--- config.mk ---
export PLATFORM = sky130hd
export DESIGN_NAME = autoconfig_master
export DESIGN_NICKNAME = d
export VERILOG_FILES = /design/src/rtl/autoconfig_master.sv
export SDC_FILE = /design/constraint.sdc
export NUM_CORES = 1
export LEC_CHECK = 0
export CORE_UTILIZATION = 56
export DETAILED_ROUTE_END_ITERATION = 10
export GPL_TIMING_DRIVEN = 0
export PLACE_DENSITY = 0.93
export SETUP_SLACK_MARGIN = 0.05
export SYNTH_ARGS = -nofsm -noshare
export SYNTH_HDL_FRONTEND = slang
export SYNTH_SLANG_ARGS = --single-unit
--- constraint.sdc ---
create_clock -name MB_CLK -period 6 [get_ports MB_CLK]
set_clock_uncertainty 0.05 [all_clocks]
set_input_delay 1.2 -clock MB_CLK [delete_from_list [all_inputs] [get_ports MB_CLK]]
set_output_delay 1.2 -clock MB_CLK [all_outputs]
set_load 0.02 [all_outputs]
--- src/rtl/autoconfig_master.sv ---
// Autoconfig enumeration master: scans the config window at 0xE80000 and places each board in the 0x200000-0x9FFFFF pool.
// Optional feature macro AUTOCONFIG_MASTER_SIZE_8M_EN: allocate size-code-000 (8M) boards instead of shutting them up.
module autoconfig_master (
   input  logic        MB_CLK,
   input  logic        RESET,
   input  logic        START,
   output logic        BUSY,
   output logic        DONE,
   output logic [3:0]  BOARD_COUNT,
   output logic        AS_N,
   output logic        UDS_N,
   output logic        RW,
   output logic [22:0] ADDRESS,
   output logic [3:0]  DATA_OUT,
   output logic        DATA_OE,
   input  logic [3:0]  DATA_IN,
   input  logic        DTACK_N
);

   typedef enum logic [2:0] {
      IDLE,
      RD_TYPE_HI,
      RD_TYPE_LO,
      ALLOC,
      WR_BASE_LO,
      WR_BASE_HI,
      WR_SHUTUP,
      FINISH
   } top_e;

   typedef enum logic [1:0] {
      PH_ADDR,
      PH_STROBE,
      PH_WAIT,
      PH_END
   } phase_e;

   localparam logic [7:0]  POOL_START = 8'h20;
   localparam logic [8:0]  POOL_END   = 9'h0A0;
   localparam logic [16:0] CFG_PAGE   = 17'h1D000;
   localparam logic [5:0]  WAIT_LIMIT = 6'd63;

   top_e       state_q, state_d;
   phase_e     phase_q, phase_d;
   logic [5:0] waitCnt_q, waitCnt_d;
   logic [3:0] nibble_q, nibble_d;
   logic [2:0] sizeCode_q, sizeCode_d;
   logic [7:0] base_q, base_d;
   logic [7:0] ptr_q, ptr_d;
   logic [3:0] count_q, count_d;
   logic       done_q, done_d;

   logic [8:0] sizeUnits;
   logic [8:0] roundedBase;
   logic [8:0] allocEnd;
   logic       fits;

   logic       busState;
   logic       isWrite;
   logic [5:0] wordOffset;
   logic [3:0] wrNibble;

   // Board size in 64K pool units, and the aligned placement it would get at the current pointer.
   always_comb begin
      unique case (sizeCode_q)
         3'b001:  sizeUnits = 9'd1;
         3'b010:  sizeUnits = 9'd2;
         3'b011:  sizeUnits = 9'd4;
         3'b100:  sizeUnits = 9'd8;
         3'b101:  sizeUnits = 9'd16;
         3'b110:  sizeUnits = 9'd32;
         3'b111:  sizeUnits = 9'd64;
         default: sizeUnits = 9'd128;
      endcase
      roundedBase = ({1'b0, ptr_q} + sizeUnits - 9'd1) & ~(sizeUnits - 9'd1);
      allocEnd    = roundedBase + sizeUnits;
      fits        = (allocEnd <= POOL_END);
`ifdef AUTOCONFIG_MASTER_SIZE_8M_EN
      // An 8M board cannot be aligned inside the pool; it only fits as the very first allocation.
      if (sizeCode_q == 3'b000) begin
         roundedBase = {1'b0, ptr_q};
         allocEnd    = roundedBase + sizeUnits;
         fits        = (ptr_q == POOL_START);
      end
`else
      if (sizeCode_q == 3'b000) begin
         fits = 1'b0;
      end
`endif
   end

   always_ff @(posedge MB_CLK or negedge RESET) begin
      if (!RESET) begin
         state_q    <= IDLE;
         phase_q    <= PH_ADDR;
         waitCnt_q  <= '0;
         nibble_q   <= '0;
         sizeCode_q <= '0;
         base_q     <= '0;
         ptr_q      <= POOL_START;
         count_q    <= '0;
         done_q     <= 1'b0;
      end else begin
         state_q    <= state_d;
         phase_q    <= phase_d;
         waitCnt_q  <= waitCnt_d;
         nibble_q   <= nibble_d;
         sizeCode_q <= sizeCode_d;
         base_q     <= base_d;
         ptr_q      <= ptr_d;
         count_q    <= count_d;
         done_q     <= done_d;
      end
   end

   always_comb begin
      state_d    = state_q;
      phase_d    = phase_q;
      waitCnt_d  = waitCnt_q;
      nibble_d   = nibble_q;
      sizeCode_d = sizeCode_q;
      base_d     = base_q;
      ptr_d      = ptr_q;
      count_d    = count_q;
      done_d     = done_q;
      unique case (state_q)
         IDLE: begin
            if (START) begin
               state_d = RD_TYPE_HI;
               phase_d = PH_ADDR;
               ptr_d   = POOL_START;
               count_d = '0;
               done_d  = 1'b0;
            end
         end
         ALLOC: begin
            phase_d = PH_ADDR;
            if (fits) begin
               base_d  = roundedBase[7:0];
               state_d = WR_BASE_LO;
            end else begin
               state_d = WR_SHUTUP;
            end
         end
         FINISH: begin
            state_d = IDLE;
            done_d  = 1'b1;
         end
         default: begin
            unique case (phase_q)
               PH_ADDR: phase_d = PH_STROBE;
               PH_STROBE: begin
                  phase_d   = PH_WAIT;
                  waitCnt_d = '0;
               end
               PH_WAIT: begin
                  if (!DTACK_N) begin
                     nibble_d = DATA_IN;
                     phase_d  = PH_END;
                  end else if (waitCnt_q == WAIT_LIMIT) begin
                     // Nobody answered: an empty slot terminates the whole scan.
                     state_d = FINISH;
                     phase_d = PH_ADDR;
                  end else begin
                     waitCnt_d = waitCnt_q + 6'd1;
                  end
               end
               default: begin
                  phase_d = PH_ADDR;
                  unique case (state_q)
                     RD_TYPE_HI: state_d = (nibble_q[3:2] == 2'b11) ? RD_TYPE_LO : FINISH;
                     RD_TYPE_LO: begin
                        sizeCode_d = nibble_q[2:0];
                        state_d    = ALLOC;
                     end
                     WR_BASE_LO: state_d = WR_BASE_HI;
                     WR_BASE_HI: begin
                        ptr_d   = base_q + sizeUnits[7:0];
                        count_d = count_q + 4'd1;
                        state_d = (count_q == 4'd14) ? FINISH : RD_TYPE_HI;
                     end
                     default: state_d = RD_TYPE_HI;
                  endcase
               end
            endcase
         end
      endcase
   end

   always_comb begin
      busState   = 1'b0;
      isWrite    = 1'b0;
      wordOffset = 6'h00;
      wrNibble   = 4'h0;
      unique case (state_q)
         RD_TYPE_HI: begin
            busState   = 1'b1;
            wordOffset = 6'h00;
         end
         RD_TYPE_LO: begin
            busState   = 1'b1;
            wordOffset = 6'h01;
         end
         WR_BASE_LO: begin
            busState   = 1'b1;
            isWrite    = 1'b1;
            wordOffset = 6'h25;
            wrNibble   = base_q[3:0];
         end
         WR_BASE_HI: begin
            busState   = 1'b1;
            isWrite    = 1'b1;
            wordOffset = 6'h24;
            wrNibble   = base_q[7:4];
         end
         WR_SHUTUP: begin
            busState   = 1'b1;
            isWrite    = 1'b1;
            wordOffset = 6'h26;
         end
         default: ;
      endcase
      AS_N        = !(busState && ((phase_q == PH_STROBE) || (phase_q == PH_WAIT)));
      UDS_N       = AS_N;
      RW          = !(busState && isWrite);
      ADDRESS     = busState ? {CFG_PAGE, wordOffset} : 23'h0;
      DATA_OUT    = (busState && isWrite) ? wrNibble : 4'h0;
      DATA_OE     = busState && isWrite;
      BUSY        = (state_q != IDLE);
      DONE        = done_q;
      BOARD_COUNT = count_q;
   end

endmodule

==> flow_metrics.py, run 1 <==
# Generated from Yosys and OpenROAD reports
metrics = {
    "synth": {
        "synth_cell_types": 57,
        "ys.flops": 39,
        "xor_share_pct": 4.859,
        "synth_seq_share_pct": 28.53,
        "avgSynthCellArea_um2": 8.477,
        "ys_sh_aoi_pct": 17.61,
        "syn_area_um2": 3425,
        "yosysChipArea_um2": 3425,
        "synth.logic.top_family": "AND-OR/OR-AND gates",
        "synth-async-reset-ratio_pct": 100.0,
        "postSynth.topFlopCell": "dfrtp_1",
    },
    "finish": {
        "comb_area_um2": 2132,
        "fill_cells": 455,
        "inverters": 43,
        "nClkBuffers": 5,
        "logic_gate_count": 304,
        "final_core_utilization_pct": 67.10,
        "fin_area_um2": 3973,
        "largest_class": "multi-input combinational cells",
        "comb_share_pct": 53.67,
        "area_growth_pct": 16.00,
    },
    "placed_design": {
        "gp_congestion": 0.9071,
    },
    "detailed_routing": {
        "via_count": 3039,
        "finalWirelength_um": 8027,
        "routed.top_layer": "met4",
        "wl_per_cell_um": 15.15,
        "wl_met3_um": 573,
        "met2_length_um": 3879,
        "wl_met1_um": 3339,
    },
    "critical_path": {
        "critPathMaxFanout": 10,
        "critical_path_arrival_ps": 5180,
        "slowest_delay_ps": 550,
        "end_kind": "flip-flop",
        "cp_top_family": "adder cells",
    },
    "pwr": {
        "leakage_nw": 1.955,
        "comb_power_share_pct": 68.3,
        "p_switching_mw": 0.9675,
        "p_seq_share_pct": 20.8,
        "swShare_pct": 46.43,
        "p_int_mw": 1.116,
        "power_mw": 2.084,
        "powerDensity_nw_per_um2": 524.5,
    },
    "clock_tree": {
        "cts-resized-gates": 0,
        "cts_made_buffers": 5,
        "insertion_delay_ps": 300,
        "clock_path_buffers": 2,
    },
    "floorplanning": {
        "fp_util_pct": 57.84,
        "rows": 28,
    },
    "final_timing": {
        "worstMarginPinSlew_ps": 864.6,
        "hold_viol_final": 0,
        "drv_slew": 0,
        "fin_crit_sh_pct": 84.23,
        "rsz0062_at_grt": "false",
        "finalSetupViolCount": 0,
    },
    "min_path": {
        "hold_class": "flip-flop to flip-flop",
        "min_path_cells": 2,
    },
    "grt": {
        "grt_pass1_wl_um": 13230,
        "grt_max_degree": 40,
    },
    "run_status": {
        "status": "finished clean",
    },
    "flow_run": {
        "cap_viol_max_count": 0,
    },
}
-- run 1: registers in the layout (all words and copies together) (netlist names) --
register     flops
BOARD_COUNT      4
base_q           8
DONE             1
state_q          3
sizeCode_q       3
phase_q          2
nibble_q         4
waitCnt_q        6
ptr_q            8
-- run 1: synthesized netlist by cell type, types with 2 or more instances --
| library cell | instances | area [µm²] |
|---|---|---|
| o21bai_1 | 5 | 37.54 |
| buf_4 | 21 | 157.7 |
| mux2_4 | 6 | 90.09 |
| nor2_1 | 28 | 105.1 |
| a21oi_1 | 24 | 120.1 |
| o211ai_1 | 2 | 15.01 |
| ha_1 | 35 | 437.9 |
| nor3_1 | 10 | 50.05 |
| inv_1 | 43 | 161.4 |
| o31ai_1 | 2 | 15.01 |
| nand3b_1 | 3 | 22.52 |
| fa_1 | 2 | 40.04 |
| a22o_1 | 4 | 35.03 |
| o21a_1 | 2 | 15.01 |
| a22oi_1 | 2 | 15.01 |
| xnor2_1 | 12 | 105.1 |
| clkbuf_1 | 9 | 33.78 |
| or2_2 | 3 | 18.77 |
| nor3b_1 | 2 | 15.01 |
| nand4_1 | 2 | 12.51 |
| nand3_1 | 5 | 25.02 |
| a21o_1 | 4 | 30.03 |
| nor2b_1 | 6 | 37.54 |
| or3_1 | 4 | 25.02 |
| o2111ai_1 | 2 | 17.52 |
| o41ai_1 | 2 | 17.52 |
| nand2b_1 | 10 | 62.56 |
| o21ai_0 | 25 | 125.1 |
| mux2i_1 | 6 | 60.06 |
| a31oi_1 | 5 | 31.28 |
| nand2_1 | 36 | 135.1 |
| and3_1 | 5 | 31.28 |
| mux2_2 | 8 | 90.09 |
| o22ai_1 | 2 | 12.51 |
| and2_1 | 2 | 12.51 |
| xor2_1 | 7 | 61.31 |
| dfrtp_1 | 38 | 950.9 |
-- run 1: power groups by stage --
stage,clock [mW],combinational [mW],sequential (mW)
floorplan,0,1.02,0.428
global placement,0,1.34,0.427
detailed placement,0,1.40,0.433
CTS,0.227,1.41,0.430
global route,0.239,1.56,0.445
finish,0.227,1.42,0.433
-- run 1: per-stage QoR --
stage                     hold slack [ps]  worst slack (ps)
final                               446.3             946.4
after global routing                481.2             813.5
after CTS                           448.6              1084
after detailed placement            429.4              1203
after global placement              421.2              1261
after floorplan                     399.8              1837
-- run 1: tightest hold or removal path, cell delays in order, from the launching register on --
cell	delay (ps)
dfrtp_1	350
nand2_1	50
o21ai_0	60
-- run 1: worst paths after layout --
kind	startpoint	to	slack (ps)
worst max-delay path	sizeCode_q[1]$_DFFE_PN0P_	base_q[5]$_DFFE_PN0P_	950
worst min-delay path	ptr_q[2]$_DFFE_PN0P_	ptr_q[2]$_DFFE_PN0P_	450
worst max register to register	sizeCode_q[1]$_DFFE_PN0P_	base_q[5]$_DFFE_PN0P_	950
worst min register to register	ptr_q[2]$_DFFE_PN0P_	ptr_q[2]$_DFFE_PN0P_	450
max in group asynchronous	RESET	state_q[1]$_DFFE_PN0P_	4390
min in group asynchronous	RESET	BOARD_COUNT[1]$_DFFE_PN0P_	960
-- run 1: layer usage --
metal  track usage (%)  vias to the layer above
met5                 0                        -
met2             46.75                      128
li1                  -                     1464
met3             4.205                       29
met1             32.91                     1418
met4             10.54                        0
run_1/clock_nets.png
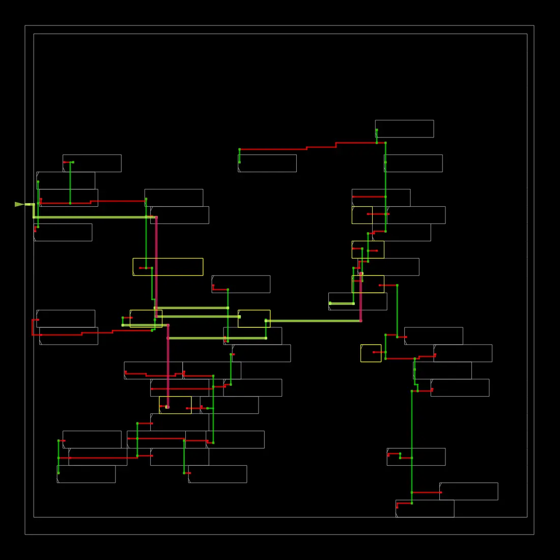
CTS Sinks: 39
Seq cells: 39

run_1/gates.png
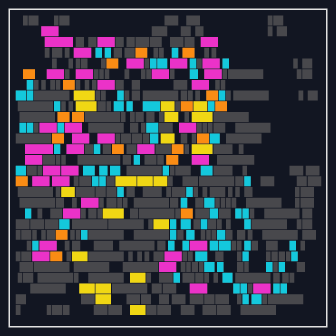
Cyan marks aoi and oai cells, cells 75, most used o21ai_0, where all over the die. Orange marks xor and xnor cells, cells 19, most used xnor2_1. Yellow marks mux cells, cells 20, most used mux2_2. Magenta marks fa/ha/maj cells, cells 37, most used ha_1.

run_1/clock_wires.png
The bar under the picture is 20 µm long.
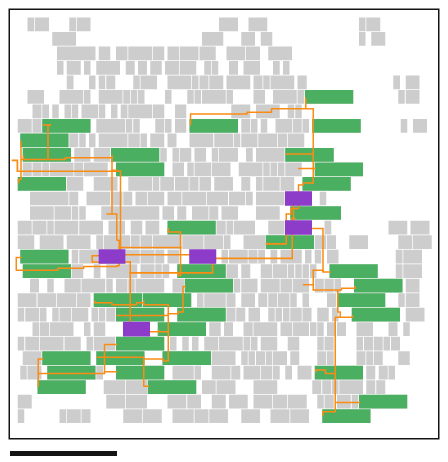
Orange marks clock wires, length 467 µm. Green marks flip-flops, count 39. Purple marks clock-net drivers, count 5.
There are 6 routed clock nets.

run_1/class_map.png
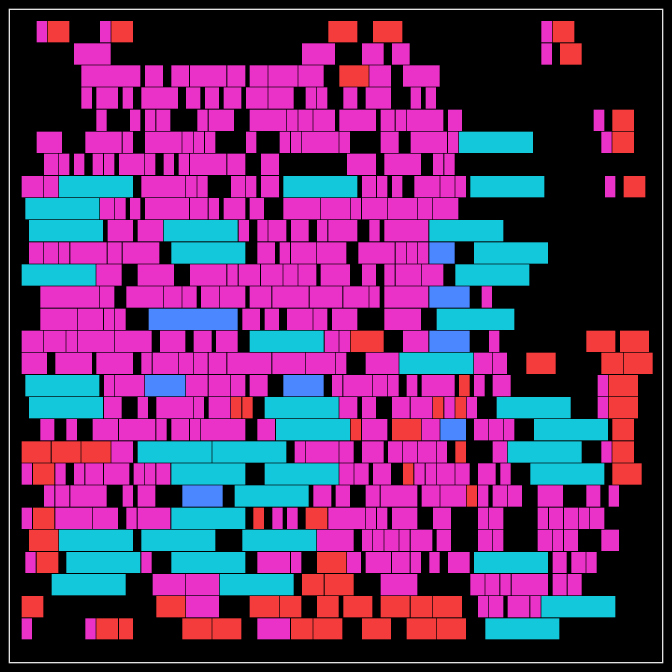

==> run 2, diff against run 1 <==
Clock period 6 ns to 4.9 ns, I/O delays scaled along.
run_2/class_map.png
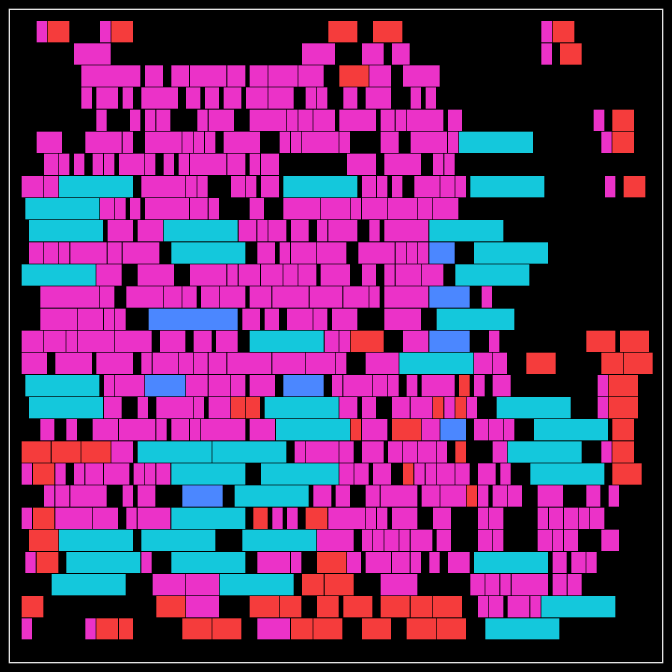
Red marks remaining buffers and delay cells, cells 61, share of their area 13%. Magenta marks remaining logic cells, cells 347, share of their area 59%. Cyan marks sequential cells, cells 39, share of their area 25%. Blue marks clock drivers and dummy loads, cells 8, share of their area 3.0%.

run_2/clock_nets.png
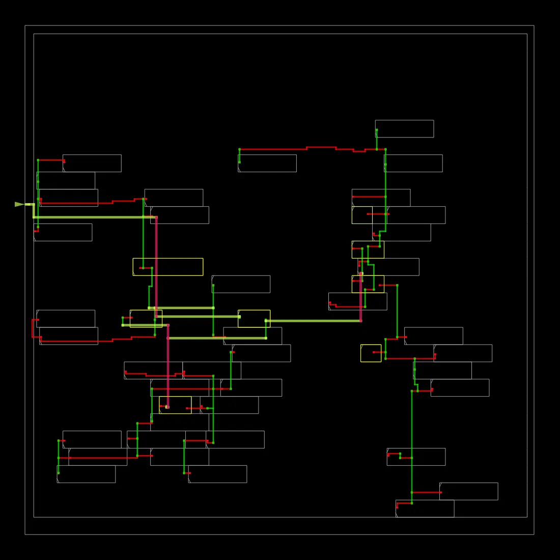
Power Clock: 0.279 mW
Clk Latency, worst-skew pair: 300 ps
TritonCTS Buffers: 5
clock buf count: 5

==> flow_metrics.py, run 2 <==
# Generated from Yosys and OpenROAD reports
metrics = {
    "run_status": {
        "status": "finished clean",
    },
    "floorplanning": {
        "die_x_um": 80.20,
        "io_pins": 45,
        "core_um2": 5921,
        "fp_util_pct": 57.84,
        "rows": 28,
        "dieArea_um2": 6432,
    },
    "finish": {
        "reg_top3": "base_q (8), ptr_q (8), waitCnt_q (6)",
        "lay_top_cells": "inv_1 (43), dfrtp_1 (37), nand2_1 (36)",
        "fill_cells": 453,
        "final_core_utilization_pct": 67.39,
        "area_growth_pct": 16.51,
        "comb_area_um2": 2145,
    },
    "placed_design": {
        "dp_cells": 522,
        "pre_cts_ws_ps": 103.0,
        "io_buffers": 29,
        "gp_congestion": 0.9071,
        "dpl.hpwl_um": 6111,
    },
    "flow_run": {
        "cap_viol_max_count": 0,
        "warnings": 30,
    },
    "synth": {
        "yosysChipArea_um2": 3425,
        "ys_cells": 404,
        "synth_seq_share_pct": 28.53,
        "postSynth.topFlopCell": "dfrtp_1",
        "synthTopCellsByCount": "inv_1 (43), dfrtp_1 (38), nand2_1 (36)",
        "yosysMostFrequentCell": "inv_1",
        "synth_top_area_share_pct": 27.77,
        "syn_area_um2": 3425,
        "synth_cells": 404,
        "synth_cell_types": 57,
        "synth-async-reset-ratio_pct": 100.0,
        "ys.flops": 39,
        "ys_top_cells_by_area": "dfrtp_1 (28%), ha_1 (13%), inv_1 (4.7%)",
        "yosys.area.top_type": "dfrtp_1",
        "avgSynthCellArea_um2": 8.477,
    },
    "pwr": {
        "clockPowerShare_pct": 10.9,
        "swShare_pct": 46.45,
        "powerDensity_nw_per_um2": 641.5,
        "p_seq_share_pct": 20.8,
        "comb_power_share_pct": 68.3,
        "p_switching_mw": 1.189,
        "leakage_nw": 1.964,
        "ir_worst_vdd_v": 0.0003483,
        "p_int_mw": 1.371,
    },
    "detailed_routing": {
        "via_count": 3000,
        "finalWirelength_um": 8006,
        "drc": 0,
        "wl_per_cell_um": 15.11,
        "antenna_left": 0,
    },
    "grt": {
        "grt_pass1_wl_um": 13230,
        "grt_antenna_before_repair": 0,
        "grt_max_degree": 40,
    },
    "final_timing": {
        "slew_headroom_pct": 40.46,
        "fin_crit_sh_pct": 94.59,
        "hold_viol_final": 0,
        "drv_slew": 0,
        "finalSetupTns_ps": 0,
        "fin_ws_ps": 265.2,
        "rsz0062_at_grt": "false",
        "worstMarginPinSlew_ps": 889.8,
        "finalSetupViolCount": 0,
    },
    "critical_path": {
        "end_kind": "flip-flop",
        "critPathMaxFanout": 10,
        "slowest_stage": "fa_1",
        "critical_path_arrival_ps": 4770,
        "slowest_delay_ps": 490,
    },
    "clock_tree": {
        "clk_pin_slew_worst_paths_ps": 80,
        "tritoncts": "yes",
        "clock-sinks": 39,
        "root_buffer": "clkbuf_8",
        "clock_path_buffers": 2,
        "ctsHtreeMaxLevel": 2,
    },
    "min_path": {
        "hold_class": "flip-flop to flip-flop",
    },
}
run 2: cell counts after synthesis:
No cell type changed its count.
run 2: worst max-delay path: cells and delay by family (launching register included):
kind	cells	cell delay (ps)
adders and majority gates	4	1310
AOI/OAI and AO/OA	4	1050
xor gates and xnor gates	1	180
and+or+nand+nor	4	670
buffers and inverters	4	500
muxes	1	310
DFF	1	450
run 2: power groups by stage:
stage	Clock, mW	Sequential (mW)	Combinational [mW]
5_1_grt	0.293	0.545	1.92
2_1_floorplan	0	0.524	1.25
4_1_cts	0.278	0.527	1.73
6_report	0.279	0.531	1.75
3_3_place_gp	0	0.523	1.64
3_5_place_dp	0	0.530	1.71
run 2: worst paths after layout:
path / slack (ps) / to / start / depth (start not counted)
min in group asynchronous: 740 / BOARD_COUNT[1]$_DFFE_PN0P_ / RESET / 1
max reg2reg: 270 / base_q[5]$_DFFE_PN0P_ / sizeCode_q[2]$_DFFE_PN0P_ / 18
max: 270 / base_q[5]$_DFFE_PN0P_ / sizeCode_q[2]$_DFFE_PN0P_ / 18
min reg2reg: 440 / ptr_q[7]$_DFFE_PN0P_ / ptr_q[7]$_DFFE_PN0P_ / 2
max in group asynchronous: 3470 / sizeCode_q[2]$_DFFE_PN0P_ / RESET / 1
min: 440 / ptr_q[7]$_DFFE_PN0P_ / ptr_q[7]$_DFFE_PN0P_ / 2
run 2: layout make-up:
| type | count | share of cell area [%] |
|---|---|---|
| Multi-Input combinational cell | 304 | 53.75 |
| Sequential cell | 39 | 24.52 |
| Timing Repair Buffer | 29 | 7.150 |
| Buffer | 32 | 5.268 |
| Inverter | 43 | 4.045 |
| Tap cell | 75 | 2.352 |
| Clock buffer | 5 | 1.725 |
| Clock inverter | 3 | 1.192 |
run 2: timing repair:
action | in CTS | in global routing
pin swaps | 0 | 1
gates resized | 2 | 9
setup endpoints to repair | 6 | 9
hold endpoints to repair | 0 | 0
run 2: logic make-up (layout without fill, tap and decap cells):
group,count (synthesis),count (layout),synth area share [%]
flops,39,39,28.53
xor+xnor,19,19,4.859
compound gates,93,93,17.61
fa+ha+maj,37,37,13.96
simple gates,120,120,17.17
buf+inv,75,112,10.74
other cells,1,15,0.1095
mux,20,20,7.015
run 2: per-stage QoR:
step | instance area, µm² | power (mW) | hold slack [ps]
6_report | 3990 | 2.560 | 443.7
5_1_grt | 3990 | 2.758 | 481.2
4_1_cts | 3975 | 2.537 | 448.6
3_5_place_dp | 3856 | 2.244 | 429.4
3_3_place_gp | 3861 | 2.168 | 421.2
2_1_floorplan | 3477 | 1.777 | 399.8
run 2: layer usage:
metal / up-vias / wire [µm] / GRT usage (%)
li1: 1461 / - / -
met1: 1399 / 3357 / 32.91
met2: 109 / 3935 / 46.75
met3: 31 / 462 / 4.205
met4: 0 / 251 / 10.54
met5: - / 0 / 0
Power and IR drop assume default switching activity.
